Fig. 1: M1 wires
The bar under the picture is 20 um long. Cells faint in the background.
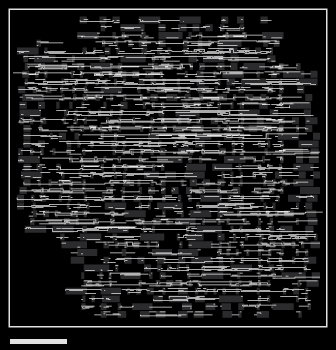
Fig. 2: the metal 2 layer
Cells faint in the background.
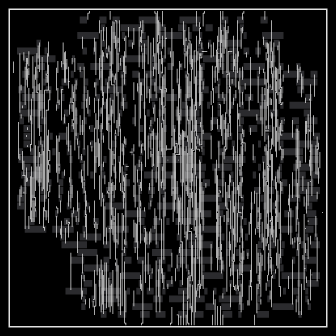
`src/rtl/hazard_ctrl_if.sv`:
```
// Handshake bundle between the ID stage (master) and the hazard controller (slave):
// decoded ID-stage fields in, stall/hold/flush/busy controls and stall counter out.
interface hazard_ctrl_if #(
    parameter int PERF_W = 32
);
    logic              id_valid;
    logic [4:0]        id_rs;
    logic [4:0]        id_rt;
    logic              id_use_rs;
    logic              id_use_rt;
    logic              id_is_branch;
    logic              id_branch_taken;
    logic [4:0]        id_write_register;
    logic              id_regwrite;
    logic              id_memread;
    logic              id_md_start;
    logic              id_md_read;
    logic              stall;
    logic              pc_hold;
    logic              ifid_hold;
    logic              ifid_flush;
    logic              md_busy;
    logic [PERF_W-1:0] stall_cycles;

    modport master (
        output id_valid, id_rs, id_rt, id_use_rs, id_use_rt, id_is_branch,
               id_branch_taken, id_write_register, id_regwrite, id_memread,
               id_md_start, id_md_read,
        input  stall, pc_hold, ifid_hold, ifid_flush, md_busy, stall_cycles
    );

    modport slave (
        input  id_valid, id_rs, id_rt, id_use_rs, id_use_rt, id_is_branch,
               id_branch_taken, id_write_register, id_regwrite, id_memread,
               id_md_start, id_md_read,
        output stall, pc_hold, ifid_hold, ifid_flush, md_busy, stall_cycles
    );
endinterface

```
`src/rtl/hazard_ctrl.sv`:
```
// Pipeline hazard controller: shadows EX/MEM destinations to detect load-use,
// ID-branch operand and HI/LO busy hazards, and drives stall/hold/flush controls.
module hazard_ctrl #(
    parameter int MD_LATENCY = 4,
    parameter int PERF_W     = 32
) (
    input logic          clk,
    input logic          reset,
    hazard_ctrl_if.slave hif
);
    typedef struct packed {
        logic [4:0] rd;
        logic       regwrite;
        logic       memread;
    } slot_t;

    localparam logic [3:0] MD_LOAD = 4'(MD_LATENCY);

    slot_t             ex_s;
    slot_t             mem_s;
    logic [3:0]        md_cnt;
    logic [PERF_W-1:0] stall_cnt;

    logic load_use;
    logic br_ex;
    logic br_mem;
    logic md_haz;
    logic hazard;
    logic stall_int;

    function automatic logic match_slot(
        input slot_t      s,
        input logic       use_rs,
        input logic       use_rt,
        input logic [4:0] rs,
        input logic [4:0] rt
    );
        return s.regwrite && (s.rd != 5'd0) &&
               ((use_rs && (s.rd == rs)) || (use_rt && (s.rd == rt)));
    endfunction

    function automatic logic [PERF_W-1:0] sat_inc(input logic [PERF_W-1:0] v);
        return (&v) ? v : v + 1'b1;
    endfunction

    logic ex_match;
    logic mem_match;

    always_comb begin
        ex_match  = match_slot(ex_s,  hif.id_use_rs, hif.id_use_rt, hif.id_rs, hif.id_rt);
        mem_match = match_slot(mem_s, hif.id_use_rs, hif.id_use_rt, hif.id_rs, hif.id_rt);
        load_use  = ex_s.memread && ex_match;
        br_ex     = hif.id_is_branch && ex_match;
        br_mem    = hif.id_is_branch && mem_s.memread && mem_match;
        md_haz    = (md_cnt != 4'd0) && (hif.id_md_read || hif.id_md_start);
        hazard    = hif.id_valid && (load_use || br_ex || br_mem || md_haz);
        // Controls are held low for the whole reset cycle, not just after it.
        stall_int = !reset && hazard;
    end

    assign hif.stall        = stall_int;
    assign hif.pc_hold      = stall_int;
    assign hif.ifid_hold    = stall_int;
    assign hif.ifid_flush   = !reset && hif.id_valid && hif.id_branch_taken && !stall_int;
    assign hif.md_busy      = !reset && (md_cnt != 4'd0);
    assign hif.stall_cycles = stall_cnt;

    // Shadow EX/MEM slots, HI/LO busy countdown and stall counter
    always_ff @(posedge clk) begin
        if (reset) begin
            ex_s      <= '0;
            mem_s     <= '0;
            md_cnt    <= 4'd0;
            stall_cnt <= '0;
        end else begin
            mem_s <= ex_s;
            if (stall_int || !hif.id_valid) begin
                ex_s <= '0;
            end else begin
                ex_s <= '{rd: hif.id_write_register,
                          regwrite: hif.id_regwrite,
                          memread: hif.id_memread};
            end

            // A start blocked by another hazard is retried, so it must not load.
            if (hif.id_valid && hif.id_md_start && !stall_int) begin
                md_cnt <= MD_LOAD;
            end else if (md_cnt != 4'd0) begin
                md_cnt <= md_cnt - 4'd1;
            end

            if (stall_int) begin
                stall_cnt <= sat_inc(stall_cnt);
            end
        end
    end
endmodule

```
`src/flat_wrapper.sv`:
```
// flat-port wrapper written by rule: the top's interface ports become plain ports
module hazard_ctrl_flat 
#(
    parameter int MD_LATENCY = 4,
    parameter int PERF_W     = 32
)
  (clk, reset, hif_id_valid, hif_id_rs, hif_id_rt, hif_id_use_rs, hif_id_use_rt, hif_id_is_branch, hif_id_branch_taken, hif_id_write_register, hif_id_regwrite, hif_id_memread, hif_id_md_start, hif_id_md_read, hif_stall, hif_pc_hold, hif_ifid_hold, hif_ifid_flush, hif_md_busy, hif_stall_cycles);
  hazard_ctrl_if #(.PERF_W(PERF_W)) hif_i ();
  input logic clk;
  input logic reset;
  input wire logic [$bits(hif_i.id_valid)-1:0] hif_id_valid;
  input wire logic [$bits(hif_i.id_rs)-1:0] hif_id_rs;
  input wire logic [$bits(hif_i.id_rt)-1:0] hif_id_rt;
  input wire logic [$bits(hif_i.id_use_rs)-1:0] hif_id_use_rs;
  input wire logic [$bits(hif_i.id_use_rt)-1:0] hif_id_use_rt;
  input wire logic [$bits(hif_i.id_is_branch)-1:0] hif_id_is_branch;
  input wire logic [$bits(hif_i.id_branch_taken)-1:0] hif_id_branch_taken;
  input wire logic [$bits(hif_i.id_write_register)-1:0] hif_id_write_register;
  input wire logic [$bits(hif_i.id_regwrite)-1:0] hif_id_regwrite;
  input wire logic [$bits(hif_i.id_memread)-1:0] hif_id_memread;
  input wire logic [$bits(hif_i.id_md_start)-1:0] hif_id_md_start;
  input wire logic [$bits(hif_i.id_md_read)-1:0] hif_id_md_read;
  output wire logic [$bits(hif_i.stall)-1:0] hif_stall;
  output wire logic [$bits(hif_i.pc_hold)-1:0] hif_pc_hold;
  output wire logic [$bits(hif_i.ifid_hold)-1:0] hif_ifid_hold;
  output wire logic [$bits(hif_i.ifid_flush)-1:0] hif_ifid_flush;
  output wire logic [$bits(hif_i.md_busy)-1:0] hif_md_busy;
  output wire logic [$bits(hif_i.stall_cycles)-1:0] hif_stall_cycles;
  assign hif_i.id_valid = hif_id_valid;
  assign hif_i.id_rs = hif_id_rs;
  assign hif_i.id_rt = hif_id_rt;
  assign hif_i.id_use_rs = hif_id_use_rs;
  assign hif_i.id_use_rt = hif_id_use_rt;
  assign hif_i.id_is_branch = hif_id_is_branch;
  assign hif_i.id_branch_taken = hif_id_branch_taken;
  assign hif_i.id_write_register = hif_id_write_register;
  assign hif_i.id_regwrite = hif_id_regwrite;
  assign hif_i.id_memread = hif_id_memread;
  assign hif_i.id_md_start = hif_id_md_start;
  assign hif_i.id_md_read = hif_id_md_read;
  assign hif_stall = hif_i.stall;
  assign hif_pc_hold = hif_i.pc_hold;
  assign hif_ifid_hold = hif_i.ifid_hold;
  assign hif_ifid_flush = hif_i.ifid_flush;
  assign hif_md_busy = hif_i.md_busy;
  assign hif_stall_cycles = hif_i.stall_cycles;
  hazard_ctrl #(.MD_LATENCY(MD_LATENCY), .PERF_W(PERF_W)) u_core (.clk(clk), .reset(reset), .hif(hif_i));
endmodule
```
`config.mk`:
```
export PLATFORM = sky130hd
export DESIGN_NAME = hazard_ctrl_flat
export DESIGN_NICKNAME = d
export VERILOG_FILES = /design/src/rtl/hazard_ctrl_if.sv /design/src/rtl/hazard_ctrl.sv /design/src/flat_wrapper.sv
export SDC_FILE = /design/constraint.sdc
export NUM_CORES = 1
export LEC_CHECK = 0
export ABC_AREA = 1
export CAP_MARGIN = 5
export CELL_PAD_IN_SITES_DETAIL_PLACEMENT = 2
export CELL_PAD_IN_SITES_GLOBAL_PLACEMENT = 2
export CORE_UTILIZATION = 27
export DETAILED_ROUTE_END_ITERATION = 16
export HOLD_SLACK_MARGIN = 0.06
export PLACE_DENSITY = 0.77
export SYNTH_ARGS = -nofsm -noshare
export SYNTH_HDL_FRONTEND = slang
export SYNTH_SLANG_ARGS = --single-unit
export TNS_END_PERCENT = 30
```
`constraint.sdc`:
```
create_clock -name clk -period 2 [get_ports clk]
set_clock_uncertainty 0.15 [all_clocks]
set_input_delay 0.2 -clock clk [delete_from_list [all_inputs] [get_ports clk]]
set_output_delay 0.2 -clock clk [all_outputs]
set_load 0.1 [all_outputs]
```
==> reports/results.ini <==
[grt]
global_route.overflow_total=0
groute.layer.met3.usage=0.04046
grt_pass1_vias=4148
grt_max_degree=23
global_route.peak_usage_layer=met2
grt_pass1_wl_um=21770

[worst_setup_path]
cp_cell_sequence=nor2_2, nand4_1, nand4_1, inv_1, nand2_1, nand3_2, nand2_4, clkinvlp_4, buf_4, buf_12
r2r_setup_slack_ns=0.03
r2r-start=u_core.hif.stall_cycles[0]
critPathSlowestCell=sky130_fd_sc_hd__dfxtp_4
path_depth=10
timing.setup.critical_path_class=register to output pin
crit_path_frequent_cell=sky130_fd_sc_hd__nand4_1
worst_setup_path_end_kind=output pin
critical_path.startpoint=u_core.mem_s[3]

[yosys]
ys_sh_simple=0.4731
syn-num-nets=560
netlist-cell-type-count=26
netlist_logic_family_top=simple AND/OR/NAND/NOR gates
synthCells=532

[cells_and_area]
finalCoreUtilization=0.3927
drive_gt1_frac=0.2618
logic_gate_count=404
layout_top_cell_excl_fill_tap=sky130_fd_sc_hd__nand2_1
comb_area_um2=1989
multi_input_gate_share_of_total_cell_area=0.4400
num-nets-final=642
nonClockBufferCount=94
nNonClkInverters=59
ff_latch_area_um2=1075
final_cell_count_no_fill=758

[clock_tree]
cts-root-to-sink-buffers=2
tritoncts.num_buffers=5
postCtsHoldBufs=0
tritoncts_clock_tree=yes
cts.sink_count=50

[power_and_ir_drop]
comb_power_share=0.352
top_power_group=sequential cells
net-switching-power_mw=1.140
portion_of_total_power_attributed_to_the_clock_network=0.292
p_int_mw=1.957
design_power_total_mw=3.097

[drt]
top_layer=met4
drc=8
route.met3.wl_um=414
routed_via_density=4.988
route.layer.met1.wl_um=6018

[run_status]
violated_checks=DRC, setup timing
outcome=finished, violations left

[final_timing]
min_period_ns=2.158
normalized_max_slew_margin=0.7099
report.final.setup_viol=4
worst_hold_slack_ns=0.2650
finalSetupTns_ns=-0.6194
postLayoutSetupSlackWorst_ns=-0.1582

[floorplan]
die_h_um=111.0
io-pin-count=63
placement_rows=39
die_area_um2=12310

[placement]
detailed_place_hpwl_um=10630

[hold_path]
timing.hold.worst.class=input port to register
worst_hold_path.num_cells=3
worst_hold_path.endpoint=u_core.ex_s[4]

[flow_run]
max_cap_violations=0

## Picture notes: Fig. 1
The wires run mostly horizontal. The layer carries 6020 um of wire. 573 nets have wire on it.
met1 Track Usage GR: 0.2760
total vias in the final route: 3781

## Picture notes: Fig. 2
591 nets have wire on it. The layer carries 6840 um of wire. The longest straight run is 43.7 um. The wires run mostly vertical.
aggregate routed wire length: 13530 um
global routing usage on met2: 0.4046

==> registers in the layout, indices dropped and copies added (netlist names) <==
| signal | flops |
|---|---|
| u_core.ex_s | 7 |
| u_core.hif.stall_cycles | 32 |
| u_core.mem_s | 7 |
| u_core.md_cnt | 4 |
==> synth_stat cells <==
library cell,number,share of area
sky130_fd_sc_hd__buf_4,2,0.0047
sky130_fd_sc_hd__nor3_1,7,0.011
sky130_fd_sc_hd__buf_6,3,0.011
sky130_fd_sc_hd__nor2_4,3,0.011
sky130_fd_sc_hd__dfxtp_1,50,0.31
sky130_fd_sc_hd__nor4_1,2,0.0039
sky130_fd_sc_hd__ha_1,2,0.0078
sky130_fd_sc_hd__o21ai_0,5,0.0078
sky130_fd_sc_hd__xnor2_1,3,0.0082
sky130_fd_sc_hd__a21oi_1,31,0.048
sky130_fd_sc_hd__nand3_4,1,0.0055
sky130_fd_sc_hd__nor2_1,81,0.095
sky130_fd_sc_hd__a31oi_1,1,0.0020
sky130_fd_sc_hd__nand2_1,192,0.22
sky130_fd_sc_hd__nand3_1,12,0.019
sky130_fd_sc_hd__inv_2,1,0.0012
sky130_fd_sc_hd__nor3_2,1,0.0031
sky130_fd_sc_hd__nand4_1,35,0.068
sky130_fd_sc_hd__clkbuf_1,10,0.012
sky130_fd_sc_hd__inv_1,58,0.068
sky130_fd_sc_hd__nand3_2,1,0.0031
sky130_fd_sc_hd__nand2_2,2,0.0039
sky130_fd_sc_hd__buf_2,4,0.0062
sky130_fd_sc_hd__nor2_2,1,0.0020
sky130_fd_sc_hd__nand3b_1,10,0.023
sky130_fd_sc_hd__xor2_1,14,0.038
